### src/rtl/xbar_pkg.sv
// rtl/xbar_pkg.sv - sizes, index types and destination state for the crossbar scheduler
package xbar_pkg;
  localparam int N_SRC   = 3;
  localparam int N_DST   = 4;
  localparam int DST_W   = $clog2(N_DST);
  localparam int SRC_W   = $clog2(N_SRC);
  localparam int AGE_MAX = 7;

  typedef logic [SRC_W-1:0] src_idx_t;
  typedef logic [DST_W-1:0] dst_idx_t;
  typedef enum logic {DST_IDLE, DST_LOCKED} dst_state_t;

  function automatic dst_idx_t dst_of(input logic [N_SRC*DST_W-1:0] req_dst, input int s);
    return req_dst[s*DST_W +: DST_W];
  endfunction
endpackage

### src/rtl/rr_pick.sv
// rtl/rr_pick.sv - round-robin picker: first candidate at or after ptr, aged candidates first
module rr_pick
  import xbar_pkg::*;
(
  input  logic [N_SRC-1:0] cand,
  input  logic [N_SRC-1:0] aged,
  input  src_idx_t         ptr,
  output src_idx_t         win,
  output logic             any
);
  logic [N_SRC-1:0] pool;

  always_comb begin
    int       idx;
    src_idx_t k;
    pool = (|(cand & aged)) ? (cand & aged) : cand;
    win  = '0;
    idx  = 0;
    k    = '0;
    // Scan backwards so the last hit written is the first in rotated order.
    for (int i = N_SRC - 1; i >= 0; i--) begin
      idx = int'(ptr) + i;
      if (idx >= N_SRC) idx -= N_SRC;
      k = src_idx_t'(idx);
      if (pool[k]) win = k;
    end
    any = |cand;
  end
endmodule

### src/rtl/xbar_scheduler.sv
// rtl/xbar_scheduler.sv - 3x4 fabric packet scheduler, per-destination round-robin port lock
// AGE_LIMIT_EN: sources starved for AGE_MAX cycles win arbitration ahead of round-robin order.
module xbar_scheduler
  import xbar_pkg::*;
(
  input  logic                     clk,
  input  logic                     rst,
  input  logic [N_SRC-1:0]         req_valid,
  input  logic [N_SRC*DST_W-1:0]   req_dst,
  input  logic [N_SRC-1:0]         req_last,
  output logic [N_SRC-1:0]         req_ready,
  output logic [N_DST*SRC_W-1:0]   sel,
  output logic [N_DST-1:0]         sel_valid,
  output logic [N_SRC-1:0]         fail,
  output logic                     busy
);
  dst_state_t       state [N_DST];
  dst_state_t       state_nxt [N_DST];
  src_idx_t         owner [N_DST];
  src_idx_t         owner_nxt [N_DST];
  src_idx_t         ptr [N_DST];
  src_idx_t         ptr_nxt [N_DST];
  logic [N_SRC-1:0] cand [N_DST];
  src_idx_t         win [N_DST];
  logic [N_DST-1:0] has_cand;
  logic [N_SRC-1:0] aged, owns, granted, held, fail_nxt;

  // A source holding any port is kept out of every other arbitration.
  always_comb begin
    owns = '0;
    for (int d = 0; d < N_DST; d++)
      if (state[d] == DST_LOCKED) owns[owner[d]] = 1'b1;
    for (int d = 0; d < N_DST; d++)
      for (int s = 0; s < N_SRC; s++)
        cand[d][s] = (state[d] == DST_IDLE) && req_valid[s] && !owns[s] &&
                     (dst_of(req_dst, s) == dst_idx_t'(d));
  end

  for (genvar d = 0; d < N_DST; d++) begin : g_pick
    rr_pick u_pick (
      .cand (cand[d]),
      .aged (aged),
      .ptr  (ptr[d]),
      .win  (win[d]),
      .any  (has_cand[d])
    );
  end

  always_ff @(posedge clk or posedge rst) begin
    if (rst) begin
      for (int d = 0; d < N_DST; d++) begin
        state[d] <= DST_IDLE;
        owner[d] <= '0;
        ptr[d]   <= '0;
      end
      fail <= '0;
    end else begin
      for (int d = 0; d < N_DST; d++) begin
        state[d] <= state_nxt[d];
        owner[d] <= owner_nxt[d];
        ptr[d]   <= ptr_nxt[d];
      end
      fail <= fail_nxt;
    end
  end

  always_comb begin
    granted = '0;
    held    = '0;
    for (int d = 0; d < N_DST; d++) begin
      state_nxt[d] = state[d];
      owner_nxt[d] = owner[d];
      ptr_nxt[d]   = ptr[d];
      if (state[d] == DST_IDLE) begin
        if (has_cand[d]) begin
          state_nxt[d] = DST_LOCKED;
          owner_nxt[d] = win[d];
          ptr_nxt[d]   = (win[d] == src_idx_t'(N_SRC - 1)) ? '0 : win[d] + 1'b1;
          granted[win[d]] = 1'b1;
        end
      end else if (req_valid[owner[d]] && dst_of(req_dst, int'(owner[d])) == dst_idx_t'(d)) begin
        held[owner[d]] = 1'b1;
        if (req_last[owner[d]]) state_nxt[d] = DST_IDLE;
      end
    end
    fail_nxt = req_valid & ~(granted | held);
  end

  always_comb begin
    req_ready = '0;
    sel       = '0;
    sel_valid = '0;
    for (int d = 0; d < N_DST; d++) begin
      sel[d*SRC_W +: SRC_W] = owner[d];
      sel_valid[d] = (state[d] == DST_LOCKED);
      if (sel_valid[d] && req_valid[owner[d]] &&
          dst_of(req_dst, int'(owner[d])) == dst_idx_t'(d))
        req_ready[owner[d]] = 1'b1;
    end
    busy = |sel_valid;
  end

`ifdef AGE_LIMIT_EN
  logic [2:0] age [N_SRC];

  always_ff @(posedge clk or posedge rst) begin
    if (rst) begin
      for (int s = 0; s < N_SRC; s++) age[s] <= '0;
    end else begin
      for (int s = 0; s < N_SRC; s++)
        if (granted[s]) age[s] <= '0;
        else if (fail_nxt[s] && age[s] != 3'b111) age[s] <= age[s] + 3'd1;
    end
  end

  always_comb begin
    aged = '0;
    for (int s = 0; s < N_SRC; s++) aged[s] = (age[s] >= 3'(AGE_MAX));
  end
`else
  assign aged = '0;
`endif
endmodule

### config.mk
export PLATFORM = sky130hd
export DESIGN_NAME = xbar_scheduler
export DESIGN_NICKNAME = d
export VERILOG_FILES = /design/src/rtl/xbar_pkg.sv /design/src/rtl/rr_pick.sv /design/src/rtl/xbar_scheduler.sv
export SDC_FILE = /design/constraint.sdc
export NUM_CORES = 1
export LEC_CHECK = 0
export CORE_ASPECT_RATIO = 0.8
export CORE_MARGIN = 8
export CORE_UTILIZATION = 30
export DETAILED_ROUTE_END_ITERATION = 6
export GPL_ROUTABILITY_DRIVEN = 0
export PLACE_DENSITY = 0.58
export REMOVE_ABC_BUFFERS = 1
export SETUP_SLACK_MARGIN = 0.5
export SLEW_MARGIN = 20
export SYNTH_ARGS = -nofsm -noshare
export SYNTH_HDL_FRONTEND = slang
export SYNTH_SLANG_ARGS = --single-unit
### constraint.sdc
create_clock -name clk -period 2.9 [get_ports clk]
set_input_delay 0.29 -clock clk [delete_from_list [all_inputs] [get_ports clk]]
set_output_delay 0.29 -clock clk [all_outputs]
set_load 0.01 [all_outputs]
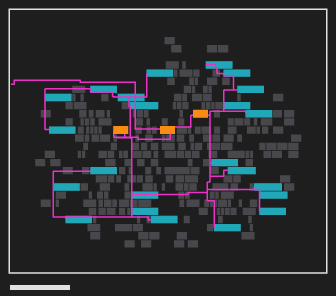
**Above:** run 1 (clock network drawn from the DEF).
Scale bar: 20 um.
legend:
  magenta:
    item: clock wires
    length: 424 um
  orange:
    item: cells driving clock nets
    count: 3
  cyan:
    item: flip-flops
    count: 23
routed clock nets: 4
Post-Route Skew: 0.00369 ns
Power Clock: 0.219 mW
part of the power in the clock network: 9.6%

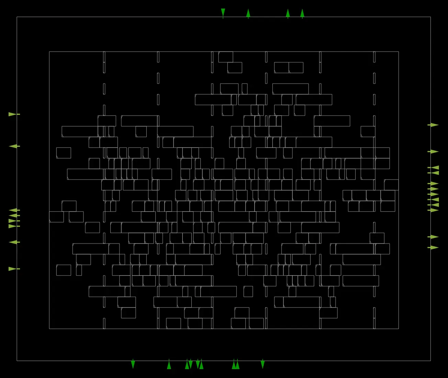
**Above:** run 1 (cell outlines without signal wires).
filler cell count in the final layout: 665
Layout Cells excl Fill: 348
share of the core filled with cells: 39.1%
flip-flops: 23

==> impl_metrics.env, run 1 <==
# source this file to load flow results
export IMPL_outcome="complete, no violations"
export IMPL_async_reset_ff_share_pct=100
export IMPL_slew_violations=0
export IMPL_io_pins=33
export IMPL_crit_path_cell_trace="or3b_1 > nor3_1 > nor4_2 > nor2b_1 > clkdlybuf4s50_1"
export IMPL_yosys_cells=228
export IMPL_via_per_inst=5.61
export IMPL_yosys_cell_types_count=58
export IMPL_post_dp_cell_area_sq_um=2350
export IMPL_timing_hold_worst_start="ptr[3]"
export IMPL_floorplan_die_height_um=87.8
export IMPL_synthesis_area_sq_um=1930
export IMPL_edf_count=0
export IMPL_min_period_ns=2.37
export IMPL_slew_headroom_pct=34.5
export IMPL_worstSetupPathType="reg -> out"
export IMPL_grt_setup_unrepaired="true"
export IMPL_power_share_sequential_pct=30.4
export IMPL_worstReg2RegStart="sel_valid[1]"
export IMPL_ctsRootBufferMaster="sky130_fd_sc_hd__clkbuf_8"
export IMPL_min_path_cells=1
export IMPL_die_size_x_um=106
export IMPL_element_type_at_the_critical_path_end="output port"
export IMPL_antenna_cells=0
export IMPL_cellPowerDensity_nw_per_um2=928
export IMPL_cellInternalPower_mw=1.25
export IMPL_clock_fmax_mhz=422
export IMPL_via_count=1951
export IMPL_fraction_of_layout_cells_with_a_size_suffix_above_1_pct=11.4
export IMPL_dp_hpwl_um=4560
export IMPL_critPathArrivalTime_ns=2.08
export IMPL_grt_first_pass_wirelength_um=9260
export IMPL_final_setup_viol_count=0
export IMPL_synth_sequential_area_ratio_pct=29.8
export IMPL_critical_path_slowest_cell="sky130_fd_sc_hd__clkdlybuf4s50_1"
export IMPL_route_antenna_remaining_nets=0
export IMPL_global_route_congestion_overflow_total=0
export IMPL_post_route_period_util_pct=81.7
export IMPL_port_buffer_count=32
export IMPL_number_of_global_route_vias_before_repair=1778
export IMPL_stage_log_warnings=31
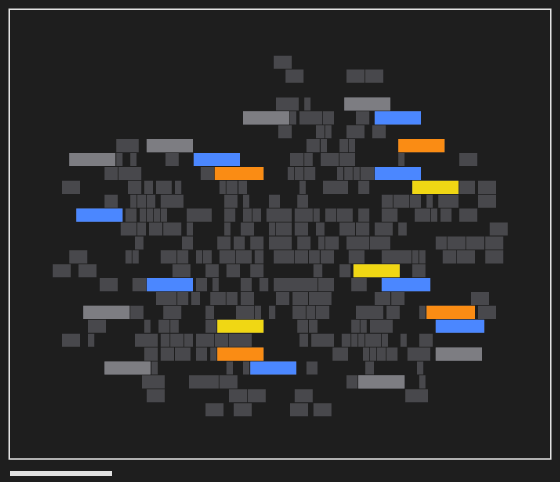
**Above:** run 1 (register map, names as in the netlist).
Scale bar: 20 um.
legend:
  blue:
    signal: sel
    placed_flops: 8
  yellow:
    signal: fail
    placed_flops: 3
  orange:
    signal: sel_valid
    placed_flops: 4
area occupied by registers: 581 sq um
flip-flop and latch power: 0.695 mW
Seq area share: 23.5%

run 1: synthesized netlist by cell type, drive strengths merged (5+ instances only):
master | n | area (sq um)
a21o | 14 | 105
and3b | 6 | 52.6
dfrtp | 23 | 576
ha | 8 | 100
inv | 13 | 48.8
nand2 | 21 | 78.8
nand2b | 7 | 43.8
nand3 | 9 | 50.1
nand3b | 5 | 37.5
nor2 | 16 | 60.1
nor3 | 15 | 75.1
nor3b | 5 | 37.5
nor4 | 8 | 56.3
run 1: flip-flops by register name, summed over array words and instances, names as in the netlist:
register and cells:
fail 3, sel 8, ptr 8, sel_valid 4
run 1: timing repair:
item | in CTS | in global routing
resized | 5 | 11
buffers inserted | 0 | 2
pin swaps | 0 | 1
setup endpoints to repair | 4 | 8
run 1: routing by layer:
layer / GRT usage [%] / wire [um] / vias up
met4: 1.53 / 15 / 0
met1: 18.1 / 3070 / 935
met5: 0 / 0 / -
met2: 18.4 / 2460 / 70
met3: 3.24 / 401 / 2
li1: - / - / 944
run 1: worst max-delay path by stage:
stage	start	endpoint	slack (ns)	cells after the start
floorplan	sel_valid[0]	fail[0]	0.78	6
global placement	req_valid[2]	fail[0]	0.38	7
detailed placement	req_valid[2]	fail[0]	0.32	7
CTS	sel_valid[2]	req_ready[0]	0.43	5
global route	sel_valid[0]	req_ready[0]	0.45	5
finish	sel_valid[0]	req_ready[0]	0.53	5
run 1: power groups by stage:
stage	combinational [mW]	sequential, mW	clock, mW
final	1.38	0.695	0.219
after global placement	1.29	0.686	0
after floorplan	0.803	0.662	0
after CTS	1.31	0.681	0.225
after global routing	1.50	0.720	0.236
after detailed placement	1.29	0.682	0
run 1: kinds of logic (layout without fill, tap and decap cells):
logic type / after synthesis / after routing / share of synthesized area (%)
AND-OR/OR-AND: 52 / 52 / 20.7
adder cells (fa/ha/maj): 9 / 9 / 5.77
buffers and inverters: 19 / 55 / 4.28
flip-flops: 23 / 23 / 29.8
multiplexers: 3 / 3 / 1.56
AND/OR/NAND/NOR: 122 / 122 / 37.8
run 1: layout make-up:
type	instances	share of cell area [%]
Multi-Input combinational cell	186	53.7
Sequential cell	23	23.5
Timing Repair Buffer	38	14.7
Tap cell	84	4.26
Inverter	13	1.98
Clock buffer	4	1.82
run 1: metrics by stage:
step | hold WS (ns) | instances | power (mW) | worst slack [ns]
6_report | 0.517 | 348 | 2.29 | 0.532
5_1_grt | 0.548 | 348 | 2.46 | 0.449
4_1_cts | 0.521 | 346 | 2.22 | 0.435
3_5_place_dp | 0.498 | 342 | 1.97 | 0.322
3_3_place_gp | 0.493 | 342 | 1.97 | 0.378
2_1_floorplan | 0.292 | 222 | 1.47 | 0.780
## Run 2: what changed since run 1
- PLACE_DENSITY: 0.58 -> 0.6
- clock period: 2.9 -> 1.9 ns (I/O delays scaled with it)
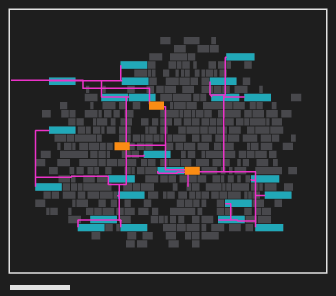
**Above:** run 2 (clock network drawn from the DEF).
Scale bar: 20 um.
legend:
  magenta:
    item: clock wires
    length: 408 um
  orange:
    item: cells driving clock nets
    count: 3
  cyan:
    item: flip-flops
    count: 23
routed clock nets: 4
Power Clock: 0.338 mW
part of the power in the clock network: 7.0%
clk latency late pin: 0.28 ns

==> run 2 against run 1 <==
Net effect:
- the flow now finishes with violations (negative setup slack)
- count of clock-buffer cells in the layout decreased by 1
- register-to-register slack got worse by 0.89 ns
- flip-flop count unchanged
- worst hold slack got worse by 0.26 ns
- power increased by 110%
- area after synthesis unchanged
==> impl_metrics.env, run 2 <==
# source this file to load flow results
export IMPL_outcome="finished, violations left"
export IMPL_violations_in_the_final_reports="negative setup slack"
export IMPL_port_buffer_count=32
export IMPL_finalHoldWorstSlack_ns=0.255
export IMPL_grt_setup_unrepaired="true"
export IMPL_list_of_most_frequent_post_synthesis_cells="sky130_fd_sc_hd__dfrtp_1 (23), sky130_fd_sc_hd__nand2_1 (21), sky130_fd_sc_hd__nor2_1 (16)"
export IMPL_yosysMostFrequentCell="sky130_fd_sc_hd__dfrtp_1"
export IMPL_slew_violations=0
export IMPL_ys_top_logic_family="simple AND/OR/NAND/NOR gates"
export IMPL_post_synth_xor_area_fraction_pct=0
export IMPL_worstSetupPathType="reg -> reg"
export IMPL_ctsRootBufferMaster="sky130_fd_sc_hd__clkbuf_8"
export IMPL_skew_ns=0.00319
export IMPL_netlist_top_cell_by_area="sky130_fd_sc_hd__dfrtp_1"
export IMPL_finish_utilization_pct=55.7
export IMPL_final_critical_path_setup_slack_ns=-0.300
export IMPL_critPathArrivalTime_ns=2.39
export IMPL_async_reset_ff_share_pct=100
export IMPL_filler_cell_count=553
export IMPL_post_place_ws_ns=-0.543
export IMPL_synthesis_area_sq_um=1930
export IMPL_synth_largest_type_area_fraction_pct=29.8
export IMPL_synthAoiAreaFrac_pct=20.7
export IMPL_synth_sequential_area_ratio_pct=29.8
export IMPL_synth_adder_area_share_pct=5.77
export IMPL_worstSetupStartpoint="sel_valid[0]"
export IMPL_final_setup_viol_count=22
export IMPL_synthMuxAreaShare_pct=1.56
export IMPL_antenna_cells=0
export IMPL_via_count=2329
export IMPL_slew_headroom_pct=64.2
export IMPL_stage_log_warnings=31
export IMPL_post_route_period_util_pct=116
export IMPL_yosys_cell_types_count=58
export IMPL_worstSetupEndpoint="fail[1]"
export IMPL_synth_area_top_cells="sky130_fd_sc_hd__dfrtp_1 (30%), sky130_fd_sc_hd__a21o_1 (5.4%), sky130_fd_sc_hd__ha_1 (5.2%)"
## run 2: cell counts after synthesis
No cell type changed its count.
## run 2: per-layer routing
| layer | routed length [um] | track usage [%] | share of wire [%] |
|---|---|---|---|
| met1 | 3500 | 20.5 | 46 |
| met2 | 3630 | 24.9 | 48 |
| met3 | 362 | 3.38 | 4.8 |
| met4 | 106 | 3.06 | 1.4 |
| met5 | 0 | 0 | 0 |
## run 2: how the worst min path moves through the flow
stage	start	to	slack, ns	cells after the start
2_1_floorplan	rst	fail[0]	0.19	1
3_3_place_gp	ptr[3]	ptr[3]	0.49	1
3_5_place_dp	ptr[5]	ptr[5]	0.50	1
4_1_cts	rst	ptr[0]	0.26	3
5_1_grt	rst	ptr[1]	0.30	3
6_report	rst	ptr[0]	0.26	3
## run 2: power breakdown
group	total (mW)	switching, mW	internal, mW	leakage [nW]
logic	3.59	1.71	1.87	1.38
clock network	0.338	0.190	0.148	0.0255
registers	0.930	0.217	0.713	0.281
## run 2: timing repair
action,CTS,global route
hold buffers,0,0
buffers inserted,14,8
endpoints found under the setup margin,40,32
endpoints found under the hold margin,0,0
gates resized,88,51
pin swaps,14,16
## run 2: cell type report
type	count	share of cell area, %
clock buffer	3	1.17
clock inverter	1	0.142
inverter	13	1.39
multi-input combinational	186	46.3
sequential	23	16.5
tap	84	2.99
timing repair buffer	131	31.5
## run 2: logic make-up (layout without fill, tap and decap cells)
| group | count (synthesis) | in the layout |
|---|---|---|
| AND/OR/NAND/NOR | 122 | 122 |
| buffers and inverters | 19 | 148 |
| multiplexers | 3 | 3 |
| adder cells (fa/ha/maj) | 9 | 9 |
| flip-flops | 23 | 23 |
| AND-OR/OR-AND | 52 | 52 |
## run 2: per-stage QoR
| stage | instance area, sq um | power (mW) |
|---|---|---|
| 5_1_grt | 3520 | 5.16 |
| 2_1_floorplan | 1900 | 2.24 |
| 3_5_place_dp | 2900 | 3.71 |
| 6_report | 3520 | 4.86 |
| 3_3_place_gp | 2900 | 3.67 |
| 4_1_cts | 3230 | 4.41 |
## run 2: worst max-delay path, cell delays in order (launching register included)
cell and delay, ns:
sky130_fd_sc_hd__dfrtp_2 0.45, sky130_fd_sc_hd__buf_4 0.15, sky130_fd_sc_hd__and3b_1 0.22, sky130_fd_sc_hd__or4_4 0.55
sky130_fd_sc_hd__a21oi_1 0.22, sky130_fd_sc_hd__o41ai_1 0.09, sky130_fd_sc_hd__buf_4 0.15, sky130_fd_sc_hd__nor4_2 0.27
Power figures rest on the tool's default switching activity, not on a simulated workload.
